### config.mk
export PLATFORM = sky130hd
export DESIGN_NAME = sram_128x22_ctrl
export DESIGN_NICKNAME = d
export VERILOG_FILES = /design/src/rtl/sram_128x22_ctrl.sv
export SDC_FILE = /design/constraint.sdc
export NUM_CORES = 1
export LEC_CHECK = 0
export ABC_AREA = 1
export CAP_MARGIN = 5
export CORE_AREA = 4 4 90 92
export DETAILED_ROUTE_END_ITERATION = 6
export DIE_AREA = 0 0 94 96
export PLACE_DENSITY_LB_ADDON = 0.12
export SETUP_SLACK_MARGIN = 0.15
export SYNTH_ARGS = -nofsm -noshare
export SYNTH_HDL_FRONTEND = slang
export SYNTH_SLANG_ARGS = --single-unit
### constraint.sdc
create_clock -name clk -period 1.9 [get_ports clk]
set_input_delay 0.38 -clock clk [delete_from_list [all_inputs] [get_ports clk]]
set_output_delay 0.38 -clock clk [all_outputs]
set_load 0.05 [all_outputs]
### src/rtl/sram_128x22_ctrl.sv
// sram_128x22_ctrl
//   Initiator-side controller for a 128x22 single-port synchronous SRAM.
//   Accepts read/write requests on a valid/ready port. Drives the SRAM
//   address, write-enable and data pins. Collects read data in a 2-entry,
//   in-order response FIFO. After reset it can sweep every word to zero
//   before it accepts any traffic.
//
// Parameters
//   AW              address width (matches the SRAM)
//   DW              data width (matches the SRAM)
//   DEPTH           number of SRAM words covered by the clear sweep
//   CLEAR_ON_RESET  1: zero every word after reset, 0: skip the sweep
//
// Ports
//   clk        in   clock, rising edge; also clocks the SRAM
//   rst        in   asynchronous active-high reset
//   req_valid  in   request valid
//   req_ready  out  request ready
//   req_we     in   1 = write, 0 = read
//   req_addr   in   request word address
//   req_wdata  in   write data
//   rsp_valid  out  read response valid (registered)
//   rsp_ready  in   read response ready
//   rsp_data   out  read data at the head of the response FIFO (registered)
//   init_done  out  high once the controller is running
//   mem_addr   out  SRAM ADDR
//   mem_wen    out  SRAM WEN, active-low
//   mem_din    out  SRAM DATA_IN
//   mem_dout   in   SRAM DATA_OUT, valid in the cycle after the read edge
module sram_128x22_ctrl #(
  parameter int AW             = 7,
  parameter int DW             = 22,
  parameter int DEPTH          = 128,
  parameter int CLEAR_ON_RESET = 1
) (
  input  logic          clk,
  input  logic          rst,
  input  logic          req_valid,
  output logic          req_ready,
  input  logic          req_we,
  input  logic [AW-1:0] req_addr,
  input  logic [DW-1:0] req_wdata,
  output logic          rsp_valid,
  input  logic          rsp_ready,
  output logic [DW-1:0] rsp_data,
  output logic          init_done,
  output logic [AW-1:0] mem_addr,
  output logic          mem_wen,
  output logic [DW-1:0] mem_din,
  input  logic [DW-1:0] mem_dout
);

  typedef enum logic [1:0] {
    ST_WAIT = 2'd0,
    ST_INIT = 2'd1,
    ST_RUN  = 2'd2
  } state_t;

  localparam logic [AW-1:0] LAST_ADDR = AW'(DEPTH - 1);

  state_t        state_reg, state_next;
  logic [AW-1:0] clr_cnt_reg;
  logic          clr_last;

  // Response path: head register drives the outputs directly. The skid
  // entry holds the second response while the head is stalled.
  logic          infl_reg;
  logic          rsp_valid_reg;
  logic [DW-1:0] rsp_data_reg;
  logic          skid_valid_reg;
  logic [DW-1:0] skid_data_reg;

  logic [1:0]    outstanding;
  logic          credit_ok;
  logic          pop;
  logic          push;
  logic          read_accept;

  assign clr_last = (clr_cnt_reg == LAST_ADDR);

  // Every accepted read owns a FIFO slot from acceptance onwards. A slot
  // freed by a pop this cycle can be reused by the request this cycle.
  assign outstanding = {1'b0, rsp_valid_reg} + {1'b0, skid_valid_reg} + {1'b0, infl_reg};
  assign pop         = rsp_valid_reg & rsp_ready;
  assign credit_ok   = (outstanding < 2'd2) | pop;
  assign read_accept = req_valid & req_ready & ~req_we;
  // SRAM data for a read accepted on the previous edge is on mem_dout now.
  assign push        = infl_reg;

  assign rsp_valid = rsp_valid_reg;
  assign rsp_data  = rsp_data_reg;
  assign init_done = (state_reg == ST_RUN);

  always_comb begin
    state_next = state_reg;
    mem_wen    = 1'b1;
    mem_addr   = '0;
    mem_din    = '0;
    req_ready  = 1'b0;
    case (state_reg)
      ST_WAIT: begin
        state_next = (CLEAR_ON_RESET != 0) ? ST_INIT : ST_RUN;
      end
      ST_INIT: begin
        mem_wen  = 1'b0;
        mem_addr = clr_cnt_reg;
        if (clr_last) begin
          state_next = ST_RUN;
        end
      end
      ST_RUN: begin
        mem_addr  = req_addr;
        mem_din   = req_wdata;
        req_ready = credit_ok;
        mem_wen   = ~(req_valid & credit_ok & req_we);
      end
      default: begin
        state_next = ST_WAIT;
      end
    endcase
  end

  always_ff @(posedge clk or posedge rst) begin
    if (rst) begin
      state_reg   <= ST_WAIT;
      clr_cnt_reg <= '0;
    end else begin
      state_reg <= state_next;
      // Saturates on the last word so the count never wraps.
      if (state_reg == ST_INIT && !clr_last) begin
        clr_cnt_reg <= clr_cnt_reg + 1'b1;
      end
    end
  end

  always_ff @(posedge clk or posedge rst) begin
    if (rst) begin
      infl_reg       <= 1'b0;
      rsp_valid_reg  <= 1'b0;
      rsp_data_reg   <= '0;
      skid_valid_reg <= 1'b0;
      skid_data_reg  <= '0;
    end else begin
      infl_reg <= read_accept;
      case ({push, pop})
        2'b11: begin
          // Occupancy unchanged: the queue shifts by one and the new data
          // goes to the tail.
          if (skid_valid_reg) begin
            rsp_data_reg  <= skid_data_reg;
            skid_data_reg <= mem_dout;
          end else begin
            rsp_data_reg <= mem_dout;
          end
        end
        2'b10: begin
          if (rsp_valid_reg) begin
            skid_data_reg  <= mem_dout;
            skid_valid_reg <= 1'b1;
          end else begin
            rsp_data_reg  <= mem_dout;
            rsp_valid_reg <= 1'b1;
          end
        end
        2'b01: begin
          if (skid_valid_reg) begin
            rsp_data_reg   <= skid_data_reg;
            skid_valid_reg <= 1'b0;
          end else begin
            rsp_valid_reg <= 1'b0;
          end
        end
        default: begin
        end
      endcase
    end
  end

  // The credit scheme should make a push into a full FIFO unreachable.
  a_no_overflow: assert property (@(posedge clk) disable iff (rst)
    !(push && !pop && skid_valid_reg));

endmodule

Placement view:
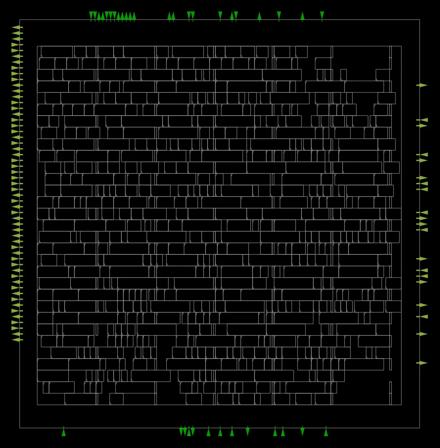
Tapcells: 99
Final Util: 0.8229
Fill cells: 416
final cell count without fillers: 698

Drive-strength map:
Scale: 3 px per um.
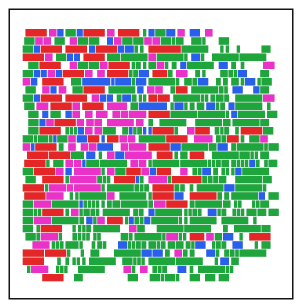
legend:
  _3 and _4 cells:
    color: magenta
    cells: 88
  _0 and _1 cells:
    color: green
    cells: 369
  _2 cells:
    color: blue
    cells: 81
  _6 and larger:
    color: red
    cells: 61
PnR worst setup slack: -0.1228 ns
nonclk buf count: 159
design area: 5937 sq um
Syn-to-layout area delta: 75.48%

Signal metal coverage by tile:
Scale: 4 px per um. 19 x 19 tiles, from dark purple (low) to yellow (high), scaled to the fullest tile. Values are wire area over tile area, all layers added.
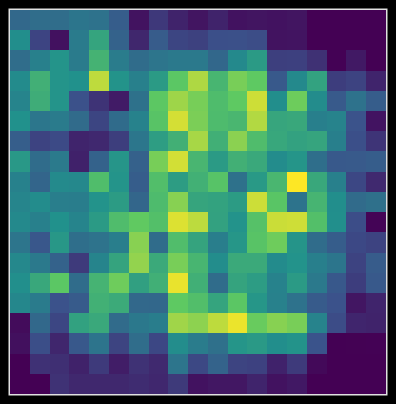
densest ninth of the die: middle
mean over tiles: 0.20
tiles over half the peak: 36%
nearly empty tiles: 6.6%
fullest tile: 0.50
DRT Wirelength: 11.09 mm
Wirelength per Cell: 15.89 um

PDN straps and rails:
Scale: 4 px per um. Pins as bars on the die edge.
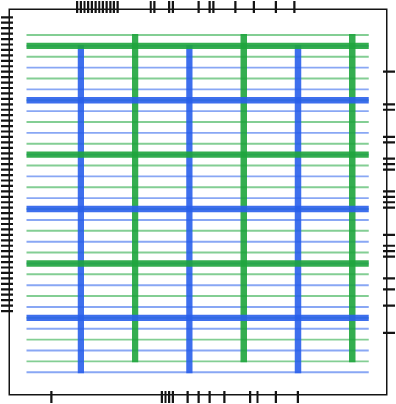
legend:
  VDD:
    color: green
  VSS:
    color: blue
met5 straps: 6
met1 rails: 32
rows: 31
met4 straps: 6
Chip Width: 94 um
Die Ht: 96 um
VDD IR max: 366.7 uV
Core ar.: 7214 sq um

A small window of the routed layout:
Window x 22 to 72, y 42 to 92 um. Cells in gray, sequential cells in the stronger gray; small squares are vias.
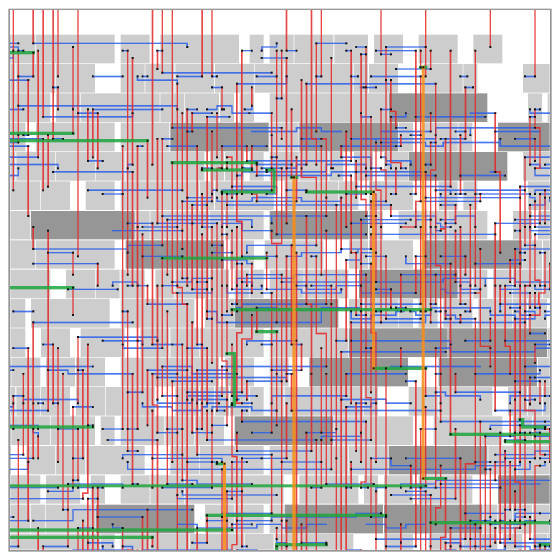
legend:
  metal 2:
    color: red
  metal 4:
    color: orange
  metal 1:
    color: blue
  metal 3:
    color: green
netlist names of flops here include: `skid_data_reg` (11), `rsp_data` (6)
sequential cells in the window: 21
most frequent: buf_4 (31), nand2_1 (27), dfrtp_1 (19)
cells with their middle in the window: 216

==> flow_summary.yaml <==
# physical design summary
run_status:
  status: "finished, violations left"
  violations: "setup timing"
final_layout:
  flop-count: 56
  dominant_cells: "logic gates"
  sh_comb_area: 0.3336
  layout_top_cell: "nand2_1"
  num-nets-final: 665
  layout.nonclk_buf_frac: 0.3317
routing:
  via_per_inst: 5.266
  ant_nets: 0
  wl_met1_mm: 4.115
setup_path:
  critical_path.max_stage_delay_ns: 0.46
  critPathMaxFanout: 3
  cp_top_family: "buffers and inverters"
  arrival_ns: 2.24
  crit_top_cell: "buf_4"
  critPathKind: "flop to flop"
  cp-end-kind: "flop"
  rrSetupSlack_ns: -0.12
  crit_required_ns: 2.12
  crit_end: "infl_reg"
  cp_num_buf_inv: 8
  path_depth: 13
synth:
  fa_ha_area_frac: 0.04068
  ys_async_sr_fraction: 1.000
  simple_gate_share: 0.2286
  fp_nets: 525
  yosys-top-cells-count: "nand2_1 (154), inv_1 (63), dfrtp_1 (56)"
  topCellsByArea: "dfrtp_1 (41%), nand2_1 (17%), inv_1 (7.0%)"
  postSynthCellCount: 458
  top_area_cell: "dfrtp_1"
  ys.flop_type: "dfrtp_1"
  post-synth-top-count-cell: "nand2_1"
  yosysWarnings: 0
  edf_count: 0
  synth_area_per_cell_sq_um: 7.387
clock_tree:
  clockBufferDepth: 2
  postCtsHoldBufs: 0
  htree_num_levels: 2
  cts_setup_buffers: 22
  clock_latency_ns: 0.32
floorplan:
  fp-utilization: 0.4690
sta:
  setup_viol: 33
  worst_slew_pin_slew_ns: 0.4995
  fin_ws_ns: -0.1228
power:
  power.leakage_uw: 0.002588
  pg_clk_uw: 716
  p_int_uw: 2157
  power_leader: "sequential cells"
  switching_share: 0.4167
  p_comb_frac: 0.403
  power.switching_uw: 1541
place:
  hpwl_mm: 6.596
  dpl-instance-area_sq_um: 5105
  io_buffers: 110
  preCtsSetupSlack_ns: -0.2039
  placed_cells_incl_taps: 658
grt:
  grt_use_met2: 0.3856
  grt_busiest_layer: "met2"
Power and IR drop assume default switching activity.
